$ cat config.mk
export PLATFORM = sky130hd
export DESIGN_NAME = op_sequencer
export DESIGN_NICKNAME = d
export VERILOG_FILES = /design/src/rtl/op_seq_pkg.sv /design/src/rtl/op_seq_addr_gen.sv /design/src/rtl/op_sequencer.sv
export SDC_FILE = /design/constraint.sdc
export NUM_CORES = 1
export LEC_CHECK = 0
export CAP_MARGIN = 40
export CORE_MARGIN = 5
export CORE_UTILIZATION = 52
export CTS_CLUSTER_DIAMETER = 40
export DETAILED_ROUTE_END_ITERATION = 7
export PLACE_DENSITY_LB_ADDON = 0.05
export SYNTH_ARGS = -nofsm -noshare
export SYNTH_HDL_FRONTEND = slang
export SYNTH_HIERARCHICAL = 1
export SYNTH_SLANG_ARGS = --single-unit
$ cat constraint.sdc
create_clock -name clk_i -period 3.1 [get_ports clk_i]
set_input_delay 0.62 -clock clk_i [delete_from_list [all_inputs] [get_ports clk_i]]
set_output_delay 0.62 -clock clk_i [all_outputs]
set_load 0.02 [all_outputs]
$ cat src/rtl/op_seq_pkg.sv
// -----------------------------------------------------------------------------
// op_seq_pkg
// Shared definitions for the operation sequencer:
//   - op_seq_state_e     : sequencer FSM state encoding
//   - OP_SEQ_MAX_LATENCY : largest supported operand read latency
//   - clip_count()       : limits a requested element count to the memory depth
// -----------------------------------------------------------------------------
package op_seq_pkg;

    localparam int OP_SEQ_MAX_LATENCY = 4;

    typedef enum logic [2:0] {
        ST_IDLE  = 3'd0,
        ST_ISSUE = 3'd1,
        ST_WAIT  = 3'd2,
        ST_WRITE = 3'd3,
        ST_DONE  = 3'd4
    } op_seq_state_e;

    // A run never touches more elements than the memory holds.
    function automatic int unsigned clip_count(input int unsigned count,
                                               input int unsigned depth);
        return (count > depth) ? depth : count;
    endfunction

endpackage

$ cat src/rtl/op_seq_addr_gen.sv
// -----------------------------------------------------------------------------
// op_seq_addr_gen
// Element index generator for the operation sequencer. Loads the start index
// and element count of a run, steps to the next element each time a write is
// committed, and flags when the element in flight is the last one.
//
// Ports:
//   clk_i      in  1     clock
//   rst_i      in  1     asynchronous active-high reset
//   load_i     in  1     capture base_i/count_i (accepted start)
//   base_i     in  AW    first element index
//   count_i    in  AW+1  element count, already clipped to MEM_DEPTH
//   advance_i  in  1     current element committed; move to the next
//   idx_o      out AW    current element index
//   last_o     out 1     current element is the final one of the run
// -----------------------------------------------------------------------------
module op_seq_addr_gen #(
    parameter int MEM_DEPTH = 8,
    parameter int AW        = $clog2(MEM_DEPTH)
) (
    input  logic          clk_i,
    input  logic          rst_i,
    input  logic          load_i,
    input  logic [AW-1:0] base_i,
    input  logic [AW:0]   count_i,
    input  logic          advance_i,
    output logic [AW-1:0] idx_o,
    output logic          last_o
);

    localparam int CW = AW + 1;

    logic [AW-1:0] idx;
    logic [CW-1:0] remaining;

    // NOTE: sequential state uses non-blocking assignments so every register
    // samples its inputs from the same pre-edge values.
    always_ff @(posedge clk_i or posedge rst_i) begin
        if (rst_i) begin
            idx       <= '0;
            remaining <= '0;
        end else if (load_i) begin
            idx       <= base_i;
            remaining <= count_i;
        end else if (advance_i) begin
            // Index is exactly AW bits wide, so it wraps modulo MEM_DEPTH.
            idx       <= idx + 1'b1;
            remaining <= remaining - 1'b1;
        end
    end

    assign idx_o  = idx;
    assign last_o = (remaining == CW'(1));

endmodule

$ cat src/rtl/op_sequencer.sv
// -----------------------------------------------------------------------------
// op_sequencer
// Sequencing controller for the operation datapath. On an accepted start it
// walks a window of element indices: it issues a shared read address to both
// operand memories, waits the operand read latency, then writes the result
// memory at the same index, one element at a time. A commit counter and a
// stall input let a lockstep checker compare every committed result before
// the sequence moves on.
//
// Ports:
//   clk_i         in  1     clock
//   rst_i         in  1     asynchronous active-high reset
//   start_i       in  1     run request, sampled only in IDLE
//   base_addr_i   in  AW    first element index
//   count_i       in  AW+1  elements to process (clipped to MEM_DEPTH)
//   stall_i       in  1     hold request
//   busy_o        out 1     run in progress, including the DONE cycle
//   done_o        out 1     one-cycle completion pulse
//   rd_en_o       out 1     operand read strobe
//   rd_addr_o     out AW    shared operand address
//   op_valid_o    out 1     operands valid; datapath result consumed
//   wr_en_o       out 1     result memory write strobe
//   wr_addr_o     out AW    result address
//   commit_cnt_o  out AW+1  results written in the current/last run
// -----------------------------------------------------------------------------
module op_sequencer
    import op_seq_pkg::*;
#(
    parameter int MEM_DEPTH  = 8,
    parameter int MEM_WIDTH  = 32,
    parameter int RD_LATENCY = 1,
    localparam int AW        = $clog2(MEM_DEPTH)
) (
    input  logic          clk_i,
    input  logic          rst_i,
    input  logic          start_i,
    input  logic [AW-1:0] base_addr_i,
    input  logic [AW:0]   count_i,
    input  logic          stall_i,
    output logic          busy_o,
    output logic          done_o,
    output logic          rd_en_o,
    output logic [AW-1:0] rd_addr_o,
    output logic          op_valid_o,
    output logic          wr_en_o,
    output logic [AW-1:0] wr_addr_o,
    output logic [AW:0]   commit_cnt_o
);

    localparam int CW        = AW + 1;
    localparam int WAIT_W    = $clog2(OP_SEQ_MAX_LATENCY);
    // WAIT lasts RD_LATENCY-1 cycles; the counter runs down to zero.
    localparam int WAIT_LOAD = (RD_LATENCY > 1) ? RD_LATENCY - 2 : 0;

    if (MEM_DEPTH < 2 || (MEM_DEPTH & (MEM_DEPTH - 1)) != 0 || MEM_WIDTH < 1 ||
        RD_LATENCY < 1 || RD_LATENCY > OP_SEQ_MAX_LATENCY) begin : g_param_error
        $error("op_sequencer: parameter out of range");
    end

    op_seq_state_e state;
    op_seq_state_e next_state;

    logic [CW-1:0]     count_clipped;
    logic              start_accept;
    logic              advance;
    logic [AW-1:0]     idx;
    logic              last;
    logic [WAIT_W-1:0] wait_cnt;
    logic [CW-1:0]     commit_cnt;

    assign count_clipped = CW'(clip_count(32'(count_i), 32'(MEM_DEPTH)));
    assign start_accept  = (state == ST_IDLE) && start_i;
    assign advance       = (state == ST_WRITE) && !stall_i;

    op_seq_addr_gen #(
        .MEM_DEPTH (MEM_DEPTH),
        .AW        (AW)
    ) u_addr_gen (
        .clk_i     (clk_i),
        .rst_i     (rst_i),
        .load_i    (start_accept),
        .base_i    (base_addr_i),
        .count_i   (count_clipped),
        .advance_i (advance),
        .idx_o     (idx),
        .last_o    (last)
    );

    always_ff @(posedge clk_i or posedge rst_i) begin
        if (rst_i) begin
            state <= ST_IDLE;
        end else begin
            state <= next_state;
        end
    end

    // NOTE: every signal driven here gets a default first, so no path through
    // the case can leave it unassigned and infer a latch.
    always_comb begin
        next_state = state;
        case (state)
            ST_IDLE: begin
                if (start_i) begin
                    next_state = (count_clipped == '0) ? ST_DONE : ST_ISSUE;
                end
            end
            ST_ISSUE: begin
                if (!stall_i) begin
                    next_state = (RD_LATENCY > 1) ? ST_WAIT : ST_WRITE;
                end
            end
            ST_WAIT: begin
                if (!stall_i && wait_cnt == '0) begin
                    next_state = ST_WRITE;
                end
            end
            ST_WRITE: begin
                if (!stall_i) begin
                    next_state = last ? ST_DONE : ST_ISSUE;
                end
            end
            ST_DONE: next_state = ST_IDLE;
            default: next_state = ST_IDLE;
        endcase
    end

    // Wait counter is loaded as the read leaves ISSUE and frozen by stall.
    always_ff @(posedge clk_i or posedge rst_i) begin
        if (rst_i) begin
            wait_cnt <= '0;
        end else if (state == ST_ISSUE && !stall_i) begin
            wait_cnt <= WAIT_W'(WAIT_LOAD);
        end else if (state == ST_WAIT && !stall_i && wait_cnt != '0) begin
            wait_cnt <= wait_cnt - 1'b1;
        end
    end

    always_ff @(posedge clk_i or posedge rst_i) begin
        if (rst_i) begin
            commit_cnt <= '0;
        end else if (start_accept) begin
            commit_cnt <= '0;
        end else if (advance) begin
            commit_cnt <= commit_cnt + 1'b1;
        end
    end

    // Outputs decode the registered state. The read/write strobes are the one
    // exception: they are qualified by stall_i so a held ISSUE/WRITE fires its
    // strobe exactly once, in the first unstalled cycle.
    always_comb begin
        busy_o     = (state != ST_IDLE);
        done_o     = (state == ST_DONE);
        rd_en_o    = (state == ST_ISSUE) && !stall_i;
        rd_addr_o  = (state == ST_ISSUE) ? idx : '0;
        wr_en_o    = advance;
        op_valid_o = advance;
        wr_addr_o  = (state == ST_WRITE) ? idx : '0;
    end

    assign commit_cnt_o = commit_cnt;

endmodule

**Run 1: supply network**

Scale bar: 20 um. Pins as bars on the die edge. Tap cells in grey.
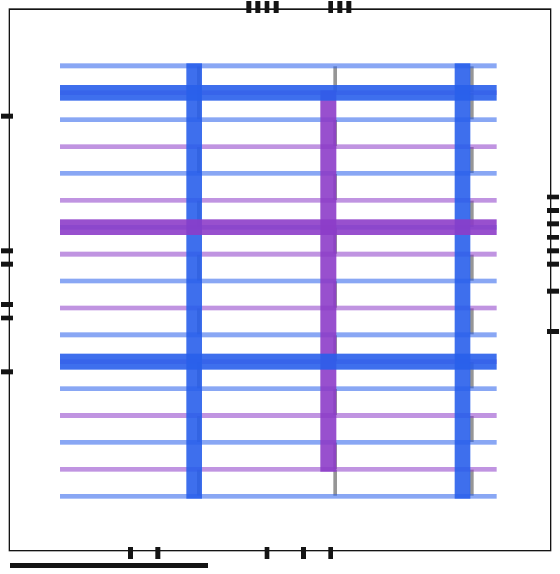
[VDD] purple
[VSS] blue
signal pins: 26
met5 straps: 3
tap cells: 27
Die Span Y: 54.61 um
worst supply voltage drop on vdd: 0.5520 mV
die width: 54.61 um
core region area: 0.001922 mm^2

**Run 1: cell classes on the final placement**

Scale bar: 20 um.
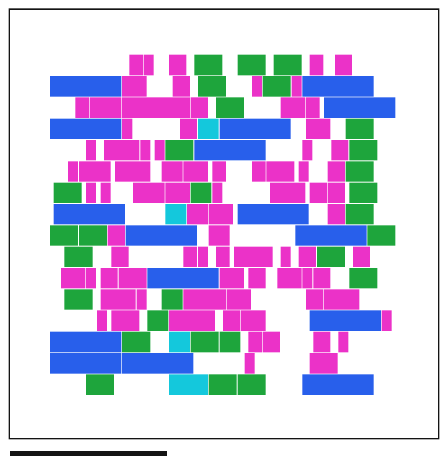
[combinational and other logic] magenta | cells: 82
[other buffers and delay cells] green | cells: 29
[flops] blue | cells: 16
[clock drivers and dummy loads] cyan | cells: 4

**Run 1: clock network drawn from the DEF**

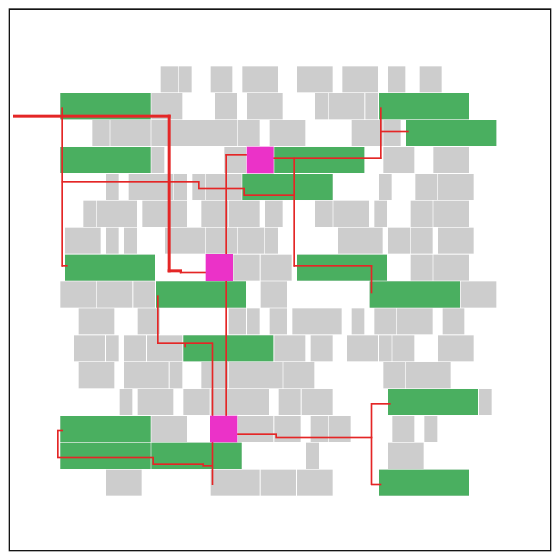
[flip-flops] green | count: 16
[clock drivers] magenta | count: 3
[clock wires] red | length: 221 um
routed clock nets: 4
Worst Clk Skew: 1.935 ps
Clock Power Share: 11.9%
Skew-Pair Late Insertion Delay: 280 ps
clock network power consumption: 137 uW

==> flow_summary.html, run 1 <==
<h2>Synthesis and place &amp; route</h2>
<table>
<tr><th>Metric</th><th>Value</th></tr>
<tr><th colspan="2">Status</th></tr>
<tr><td>Run status</td><td>complete, no violations</td></tr>
<tr><th colspan="2">Final timing</th></tr>
<tr><td>Worst-Margin Slew</td><td>619.5 ps</td></tr>
<tr><td>Final sum of negative setup slack</td><td>0 ps</td></tr>
<tr><td>Final Cycle Share</td><td>90.45%</td></tr>
<tr><td>Post-Route Hold Slack</td><td>530.2 ps</td></tr>
<tr><td>Maximum achievable frequency</td><td>356.6 MHz</td></tr>
<tr><td>Final Hold Vio Count</td><td>0</td></tr>
<tr><td>Shortest period the worst path allows</td><td>2804 ps</td></tr>
<tr><td>Final-report setup violation count</td><td>0</td></tr>
<tr><td>Max transition margin</td><td>58.59%</td></tr>
<tr><td>RSZ-0062 raised after global routing</td><td>false</td></tr>
<tr><td>Number of max-slew violations in the final report</td><td>0</td></tr>
<tr><th colspan="2">Global routing</th></tr>
<tr><td>Global-route wire length before repair</td><td>3.374 mm</td></tr>
<tr><td>Maximum number of pins on one net before global-route repair</td><td>16</td></tr>
<tr><td>Number of global-route vias before repair</td><td>766</td></tr>
<tr><td>Total global-route track usage</td><td>15.88%</td></tr>
<tr><td>Sum of overflow across all layers after global routing</td><td>0</td></tr>
<tr><th colspan="2">Synthesis</th></tr>
<tr><td>Syn_nets</td><td>122</td></tr>
<tr><td>Number of flip-flops and latches in the synthesized netlist</td><td>16</td></tr>
<tr><td>EDFF count, synth</td><td>0</td></tr>
<tr><td>Synthesized area per cell</td><td>9.762 um^2</td></tr>
<tr><td>Dominant register cell</td><td>dfrtp_1</td></tr>
<tr><td>Yosys warnings</td><td>6</td></tr>
<tr><td>Cell Area, Synth</td><td>0.001035 mm^2</td></tr>
<tr><td>Tally of unique sky130hd cells used after synthesis</td><td>35</td></tr>
<tr><td>Asr flop ratio synth</td><td>100.0%</td></tr>
<tr><td>Cell count after synthesis</td><td>106</td></tr>
<tr><td>Post-synthesis chip area from yosys</td><td>0.001035 mm^2</td></tr>
<tr><td>Sequential fraction of the synthesis area</td><td>38.69%</td></tr>
<tr><th colspan="2">Finish</th></tr>
<tr><td>Number of antenna diodes</td><td>0</td></tr>
<tr><td>Nets</td><td>148</td></tr>
<tr><td>Most frequent logic cell in the layout</td><td>clkdlybuf4s50_1</td></tr>
<tr><td>Share of final-layout standard cells stronger than drive strength 1</td><td>12.21%</td></tr>
<tr><td>Area of the multi-input gates</td><td>560.5 um^2</td></tr>
<tr><td>Number of filler cells placed in the layout</td><td>168</td></tr>
<tr><td>Non-filler cells in the finished layout</td><td>158</td></tr>
<tr><td>Most used cells in the layout excluding fill and tap cells</td><td>clkdlybuf4s50_1 (25), dfrtp_1 (16), nand2_1 (10)</td></tr>
<tr><td>Area grow syn2layout</td><td>28.90%</td></tr>
<tr><td>Final core utilization</td><td>69.40%</td></tr>
<tr><th colspan="2">Routing</th></tr>
<tr><td>Remaining routing DRC violations</td><td>0</td></tr>
<tr><td>Total length of routed wires</td><td>2.113 mm</td></tr>
<tr><td>Number of detailed-route iterations in the first pass</td><td>4</td></tr>
<tr><td>Number of design-rule violations left by the first detailed-router iteration</td><td>13</td></tr>
<tr><td>Average routed wire per standard cell</td><td>13.37 um</td></tr>
<tr><td>Vias after detailed routing</td><td>798</td></tr>
<tr><td>Per-cell via count in the routed design</td><td>5.051</td></tr>
<tr><td>Post-route antenna net violation count</td><td>0</td></tr>
<tr><th colspan="2">Pwr</th></tr>
<tr><td>Combinational group share of total power</td><td>52.6%</td></tr>
<tr><td>Power Internal</td><td>692.7 uW</td></tr>
<tr><td>Switching Fraction</td><td>39.87%</td></tr>
<tr><td>Power per unit of standard cell area</td><td>863.8 mW/mm^2</td></tr>
<tr><td>Leakage power summed over all cells</td><td>0.5659 nW</td></tr>
<tr><td>Switching Power</td><td>459.4 uW</td></tr>
<tr><td>Seq pwr share</td><td>35.5%</td></tr>
<tr><td>Total chip power</td><td>1.152 mW</td></tr>
<tr><th colspan="2">Place</th></tr>
<tr><td>Post-detailed-placement half-perimeter wirelength</td><td>1.626 mm</td></tr>
<tr><td>Cell total after placement</td><td>154</td></tr>
<tr><td>IO Port Bufs</td><td>25</td></tr>
<tr><td>Final weighted congestion in routability-driven placement</td><td>0.8119</td></tr>
<tr><th colspan="2">Clock network</th></tr>
<tr><td>CTS Hold Buffers Added</td><td>0</td></tr>
<tr><td>Clock-pin slew on the worst setup and hold paths</td><td>90 ps</td></tr>
<tr><td>CTS-repair resized insts</td><td>0</td></tr>
<tr><td>CTS Sinks</td><td>16</td></tr>
<tr><td>H-tree depth</td><td>1</td></tr>
<tr><td>Root buffer cell</td><td>clkbuf_4</td></tr>
<tr><td>TritonCTS buffer count</td><td>3</td></tr>
<tr><td>Buffer count from post-CTS setup fixing</td><td>0</td></tr>
<tr><th colspan="2">Floorplanning</th></tr>
<tr><td>Number of placement rows</td><td>16</td></tr>
<tr><td>Initial Util</td><td>53.84%</td></tr>
<tr><td>Number of placed I/O pins</td><td>26</td></tr>
<tr><th colspan="2">Setup path</th></tr>
<tr><td>Start-to-end type of the worst setup path</td><td>in2out</td></tr>
<tr><td>Cell chain of the critical path</td><td>clkdlybuf4s50_1 &gt; nor4bb_2 &gt; buf_4 &gt; clkdlybuf4s50_1</td></tr>
<tr><td>Most common cell on crit path</td><td>clkdlybuf4s50_1</td></tr>
<tr><td>Family with the most delay on the worst path</td><td>buffers and inverters</td></tr>
<tr><td>Cell with the largest stage delay on the worst path</td><td>clkdlybuf4s50_1</td></tr>
<tr><td>Required time of the worst setup path</td><td>2480 ps</td></tr>
<tr><td>Crit path buf inv count</td><td>3</td></tr>
<tr><td>Element type at the critical path end</td><td>output pin</td></tr>
<tr><td>Signal arrival time at the worst endpoint</td><td>2180 ps</td></tr>
<tr><td>Highest cell delay on the worst timing path</td><td>610 ps</td></tr>
<tr><th colspan="2">Run</th></tr>
<tr><td>Max-cap check violation count</td><td>0</td></tr>
<tr><td>Stage-log warning count</td><td>27</td></tr>
<tr><th colspan="2">Hold path</th></tr>
<tr><td>Worst Hold Class</td><td>reg2reg</td></tr>
</table>
run 1: power by group through the flow:
stage	sequential, mW	combinational (mW)	clock [mW]
after CTS	0.408	0.613	0.146
after global routing	0.428	0.671	0.153
after global placement	0.408	0.590	0
final	0.409	0.606	0.137
after floorplan	0.404	0.391	0
after detailed placement	0.411	0.612	0
run 1: layout make-up:
cell class                 count  share of cell area, %
multi-input combinational     76                  42.03
sequential                    16                  30.02
timing repair buffer          29                  21.01
clock buffer                   4                  2.720
tap                           27                  2.533
inverter                       6                  1.689
run 1: path summary, 6_finish.rpt:
kind | startpoint | slack [ps] | depth (start not counted) | end
max in group asynchronous | rst_i | 2190 | 2 | state[0]
min reg2reg | commit_cnt_o[2] | 530 | 1 | commit_cnt_o[2]
min | commit_cnt_o[2] | 530 | 1 | commit_cnt_o[2]
max | stall_i | 300 | 4 | op_valid_o
max reg2reg | state[1] | 1170 | 5 | u_addr_gen/remaining[3]
min in group asynchronous | rst_i | 600 | 2 | u_addr_gen/remaining[0]
run 1: state kept, by name (all words and copies together) (netlist names):
register	flops
commit_cnt_o	4
u_addr_gen/remaining	4
u_addr_gen/idx_o	3
wait_cnt	2
state	3
run 1: routing by layer:
| layer | vias to the layer above | wire [um] | global-route usage [%] |
|---|---|---|---|
| met5 | - | 0 | 0 |
| met4 | 0 | 15 | 7.469 |
| met3 | 2 | 73 | 1.635 |
| met2 | 20 | 1043 | 27.36 |
| met1 | 366 | 980 | 19.56 |
| li1 | 410 | - | - |
run 1: metrics by stage:
| step | setup WS [ps] | instance area [um^2] |
|---|---|---|
| after detailed placement | 303.6 | 1297 |
| final | 296.1 | 1334 |
| after global placement | 289.7 | 1297 |
| after floorplan | 1197 | 1035 |
| after global routing | 233.9 | 1334 |
| after CTS | 290.5 | 1334 |
run 1: synthesized netlist by cell type, types with 2 or more instances:
library cell,count,area [um^2]
dfrtp_1,16,400.4
nand2_1,10,37.54
nor2b_1,8,50.05
inv_1,6,22.52
nor2_1,6,22.52
o21ai_0,6,30.03
ha_1,5,62.56
and2_1,4,25.02
mux2i_1,4,40.04
xnor2_1,4,35.03
and3_1,3,18.77
buf_6,3,33.78
clkbuf_1,3,11.26
mux2_2,3,33.78
xor2_1,3,26.28
a21oi_1,2,10.01
nor3b_1,2,15.01
run 1: cell families (layout without fill, tap and decap cells):
group | after synthesis | after routing | share of synthesized area, %
compound gates | 12 | 12 | 6.894
xor+xnor | 7 | 7 | 5.925
fa+ha+maj | 5 | 5 | 6.046
buf+inv | 14 | 39 | 7.738
flops | 16 | 16 | 38.69
mux | 7 | 7 | 7.134
simple gates | 45 | 45 | 27.57
--- run 2 (diff from run 1) ---
--- a/config.mk
+++ b/config.mk
@@ -10,6 +10,7 @@
 export CORE_UTILIZATION = 52
 export CTS_CLUSTER_DIAMETER = 40
 export DETAILED_ROUTE_END_ITERATION = 7
+export GPL_ROUTABILITY_DRIVEN = 0
 export PLACE_DENSITY_LB_ADDON = 0.05
 export SYNTH_ARGS = -nofsm -noshare
 export SYNTH_HDL_FRONTEND = slang
**Run 2: cell classes on the final placement**

Scale bar: 20 um.
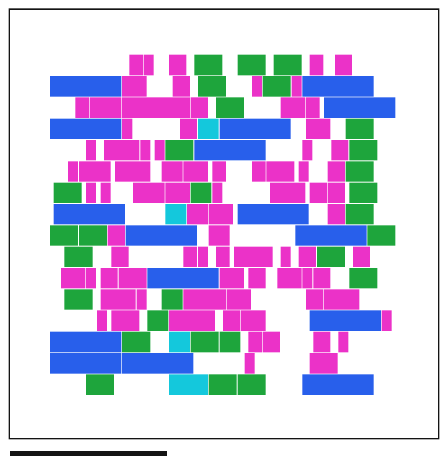
[clock drivers and dummy loads] cyan | cells: 4
[flops] blue | cells: 16
[combinational and other logic] magenta | cells: 82
[other buffers and delay cells] green | cells: 29

**Run 2: routing congestion**

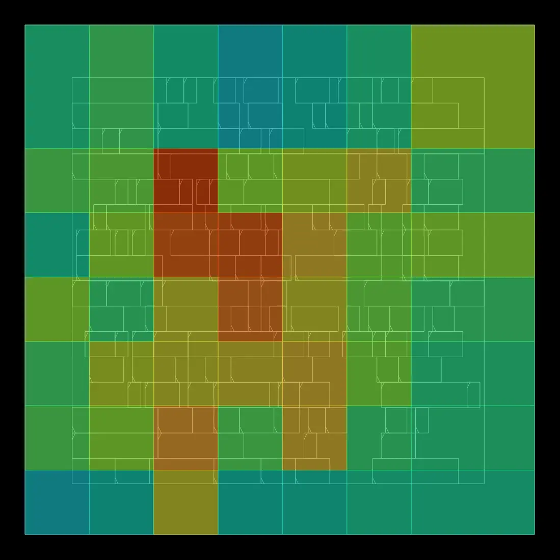
met1 Usage GRT: 19.56%
met3 GRT Util: 1.635%

**Run 2: metal layers overlaid**

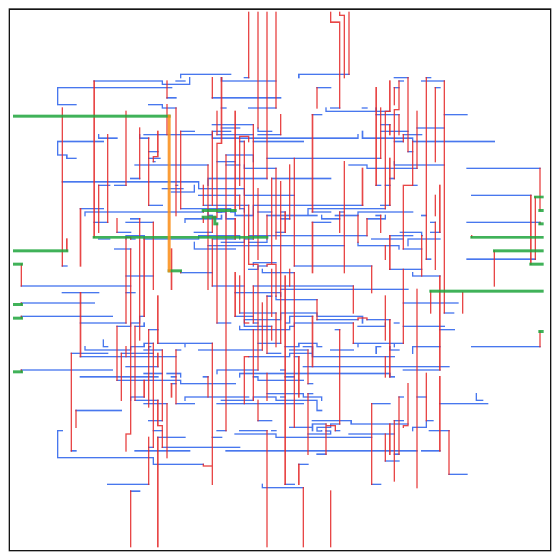
[metal 2] red | wire length: 1040 um
[metal 4] orange | wire length: 15.6 um
[metal 1] blue | wire length: 981 um
[metal 3] green | wire length: 73.4 um
total length of routed wires: 2.113 mm
vias after detailed routing: 798
average routed wire per standard cell: 13.37 um
total global-route track usage: 15.88%

==> flow_summary.html, run 2 <==
<h2>Synthesis and place &amp; route</h2>
<table>
<tr><th>Metric</th><th>Value</th></tr>
<tr><th colspan="2">Final timing</th></tr>
<tr><td>Max transition margin</td><td>58.59%</td></tr>
<tr><td>Final-report setup violation count</td><td>0</td></tr>
<tr><td>Post-Route Hold Slack</td><td>530.2 ps</td></tr>
<tr><td>RSZ-0062 raised after global routing</td><td>false</td></tr>
<tr><td>Final Cycle Share</td><td>90.45%</td></tr>
<tr><td>Number of max-slew violations in the final report</td><td>0</td></tr>
<tr><td>Shortest period the worst path allows</td><td>2804 ps</td></tr>
<tr><td>Final sum of negative setup slack</td><td>0 ps</td></tr>
<tr><td>Worst-Margin Slew</td><td>619.5 ps</td></tr>
<tr><td>Worst Clk Skew</td><td>1.935 ps</td></tr>
<tr><td>Final Hold Vio Count</td><td>0</td></tr>
<tr><td>Maximum achievable frequency</td><td>356.6 MHz</td></tr>
<tr><th colspan="2">Global routing</th></tr>
<tr><td>Number of antenna violations at the first check in global routing</td><td>0</td></tr>
<tr><td>Maximum number of pins on one net before global-route repair</td><td>16</td></tr>
<tr><td>Global-route wire length before repair</td><td>3.374 mm</td></tr>
<tr><td>Number of global-route vias before repair</td><td>766</td></tr>
<tr><td>Sum of overflow across all layers after global routing</td><td>0</td></tr>
<tr><th colspan="2">Clock network</th></tr>
<tr><td>H-tree depth</td><td>1</td></tr>
<tr><td>CTS-repair resized insts</td><td>0</td></tr>
<tr><td>CTS Hold Buffers Added</td><td>0</td></tr>
<tr><td>CTS Sinks</td><td>16</td></tr>
<tr><td>Clock tree from TritonCTS</td><td>done</td></tr>
<tr><td>TritonCTS buffer count</td><td>3</td></tr>
<tr><td>Root buffer cell</td><td>clkbuf_4</td></tr>
<tr><td>Clock-pin slew on the worst setup and hold paths</td><td>90 ps</td></tr>
<tr><td>Buffer count from post-CTS setup fixing</td><td>0</td></tr>
<tr><td>Skew-Pair Late Insertion Delay</td><td>280 ps</td></tr>
<tr><td>Number of buffers on the longest clock path</td><td>2</td></tr>
<tr><th colspan="2">Setup path</th></tr>
<tr><td>Start-to-end type of the worst setup path</td><td>in2out</td></tr>
<tr><td>Largest driver fanout on the critical path</td><td>6</td></tr>
<tr><td>Highest cell delay on the worst timing path</td><td>610 ps</td></tr>
<tr><td>Signal arrival time at the worst endpoint</td><td>2180 ps</td></tr>
<tr><td>Most common cell on crit path</td><td>clkdlybuf4s50_1</td></tr>
<tr><td>Element type at the critical path start</td><td>input pin</td></tr>
<tr><td>Required time of the worst setup path</td><td>2480 ps</td></tr>
<tr><td>Depth of the worst register-to-register path</td><td>5</td></tr>
<tr><td>Cell with the largest stage delay on the worst path</td><td>clkdlybuf4s50_1</td></tr>
<tr><td>Element type at the critical path end</td><td>output pin</td></tr>
<tr><td>Cell chain of the critical path</td><td>clkdlybuf4s50_1 &gt; nor4bb_2 &gt; buf_4 &gt; clkdlybuf4s50_1</td></tr>
<tr><th colspan="2">Finish</th></tr>
<tr><td>Design area</td><td>0.001334 mm^2</td></tr>
<tr><td>Final core utilization</td><td>69.40%</td></tr>
<tr><td>Area grow syn2layout</td><td>28.90%</td></tr>
<tr><td>Register area</td><td>400.4 um^2</td></tr>
<tr><td>Number of filler cells placed in the layout</td><td>168</td></tr>
<tr><td>Share of final-layout standard cells stronger than drive strength 1</td><td>12.21%</td></tr>
<tr><td>Most frequent logic cell in the layout</td><td>clkdlybuf4s50_1</td></tr>
<tr><td>Number of antenna diodes</td><td>0</td></tr>
<tr><td>Area of the multi-input gates</td><td>560.5 um^2</td></tr>
<tr><td>Most used cells in the layout excluding fill and tap cells</td><td>clkdlybuf4s50_1 (25), dfrtp_1 (16), nand2_1 (10)</td></tr>
<tr><td>Nets</td><td>148</td></tr>
<tr><th colspan="2">Synthesis</th></tr>
<tr><td>Dominant register cell</td><td>dfrtp_1</td></tr>
<tr><td>Tally of unique sky130hd cells used after synthesis</td><td>35</td></tr>
<tr><td>Asr flop ratio synth</td><td>100.0%</td></tr>
<tr><td>Area share, top type</td><td>38.69%</td></tr>
<tr><td>Yosys Instances</td><td>106</td></tr>
<tr><td>Cell count after synthesis</td><td>106</td></tr>
<tr><td>Syn_nets</td><td>122</td></tr>
<tr><td>Yosys warnings</td><td>6</td></tr>
<tr><td>EDFF count, synth</td><td>0</td></tr>
<tr><td>Number of flip-flops and latches in the synthesized netlist</td><td>16</td></tr>
<tr><td>Post-synthesis chip area from yosys</td><td>0.001035 mm^2</td></tr>
<tr><td>Synthesized area per cell</td><td>9.762 um^2</td></tr>
<tr><td>Cell Area, Synth</td><td>0.001035 mm^2</td></tr>
<tr><td>Top cells by instance count after synthesis</td><td>dfrtp_1 (16), nand2_1 (10), nor2b_1 (8)</td></tr>
<tr><td>Sequential fraction of the synthesis area</td><td>38.69%</td></tr>
<tr><td>Cell taking the most area after synthesis</td><td>dfrtp_1</td></tr>
<tr><td>Main area contributors after synthesis</td><td>dfrtp_1 (39%), ha_1 (6.0%), nor2b_1 (4.8%)</td></tr>
<tr><td>Count leader, synth</td><td>dfrtp_1</td></tr>
<tr><th colspan="2">Pwr</th></tr>
<tr><td>Clock Power Share</td><td>11.9%</td></tr>
<tr><td>Power per unit of standard cell area</td><td>863.8 mW/mm^2</td></tr>
<tr><td>Total chip power</td><td>1.152 mW</td></tr>
<tr><td>Leakage power summed over all cells</td><td>0.5659 nW</td></tr>
<tr><td>Worst supply voltage drop on vdd</td><td>0.5520 mV</td></tr>
<tr><td>Switching Power</td><td>459.4 uW</td></tr>
<tr><td>Combinational group share of total power</td><td>52.6%</td></tr>
<tr><td>Seq pwr share</td><td>35.5%</td></tr>
<tr><td>Power Internal</td><td>692.7 uW</td></tr>
<tr><td>Switching Fraction</td><td>39.87%</td></tr>
<tr><th colspan="2">Floorplanning</th></tr>
<tr><td>Initial Util</td><td>53.84%</td></tr>
<tr><td>Core region area</td><td>0.001922 mm^2</td></tr>
<tr><td>Number of placed I/O pins</td><td>26</td></tr>
<tr><td>Die width</td><td>54.61 um</td></tr>
<tr><td>Die Span Y</td><td>54.61 um</td></tr>
<tr><td>Die area</td><td>0.002982 mm^2</td></tr>
<tr><td>Number of placement rows</td><td>16</td></tr>
<tr><th colspan="2">Routing</th></tr>
<tr><td>Per-cell via count in the routed design</td><td>5.051</td></tr>
<tr><td>Remaining routing DRC violations</td><td>0</td></tr>
<tr><td>Number of detailed-route iterations in the first pass</td><td>4</td></tr>
<tr><td>Post-route antenna net violation count</td><td>0</td></tr>
<tr><td>Number of design-rule violations left by the first detailed-router iteration</td><td>13</td></tr>
<tr><th colspan="2">Run</th></tr>
<tr><td>Max-cap check violation count</td><td>0</td></tr>
<tr><td>Stage-log warning count</td><td>27</td></tr>
<tr><th colspan="2">Hold path</th></tr>
<tr><td>Cells on Worst Hold Path</td><td>1</td></tr>
<tr><td>Worst Hold Class</td><td>reg2reg</td></tr>
<tr><th colspan="2">Place</th></tr>
<tr><td>Area post-placement</td><td>0.001297 mm^2</td></tr>
<tr><td>IO Port Bufs</td><td>25</td></tr>
<tr><td>Post-detailed-placement half-perimeter wirelength</td><td>1.626 mm</td></tr>
<tr><th colspan="2">Status</th></tr>
<tr><td>Run status</td><td>complete, no violations</td></tr>
</table>
## run 2: final cells by class
class | count | area share (%)
tap | 27 | 2.533
sequential | 16 | 30.02
clock buffer | 4 | 2.720
multi-input combinational | 76 | 42.03
inverter | 6 | 1.689
timing repair buffer | 29 | 21.01
## run 2: final timing paths
path	startpoint	to	slack (ps)
max reg2reg	state[1]	u_addr_gen/remaining[3]	1170
min in group asynchronous	rst_i	u_addr_gen/remaining[0]	600
min reg2reg	commit_cnt_o[2]	commit_cnt_o[2]	530
max in group asynchronous	rst_i	state[0]	2190
max	stall_i	op_valid_o	300
min	commit_cnt_o[2]	commit_cnt_o[2]	530
## run 2: routing by layer
layer / up-vias / wire [um] / global-route usage (%)
li1: 410 / - / -
met1: 366 / 980 / 19.56
met2: 20 / 1043 / 27.36
met3: 2 / 73 / 1.635
met4: 0 / 15 / 7.469
met5: - / 0 / 0
## run 2: worst max-delay path: cells and delay by family
family	cells	cell delay (ps)
buf+inv	3	1240
simple gates	1	320
## run 2: cell families (layout without fill, tap and decap cells)
group	after synthesis	count (layout)	synth area share (%)
buffers and inverters	14	39	7.738
and+or+nand+nor	45	45	27.57
DFF	16	16	38.69
xor gates and xnor gates	7	7	5.925
muxes	7	7	7.134
AOI/OAI and AO/OA	12	12	6.894
adders and majority gates	5	5	6.046
## run 2: power by group through the flow
stage	logic, mW	clock network [mW]	registers, mW
finish	0.606	0.137	0.409
global placement	0.590	0	0.408
global route	0.671	0.153	0.428
detailed placement	0.612	0	0.411
floorplan	0.391	0	0.404
CTS	0.613	0.146	0.408
## run 2: stage by stage
step	worst slack [ps]	std cells
final	296.1	158
after global routing	233.9	158
after CTS	290.5	158
after detailed placement	303.6	154
after global placement	289.7	154
after floorplan	1197	106
Power is estimated from default activity; no workload was simulated.
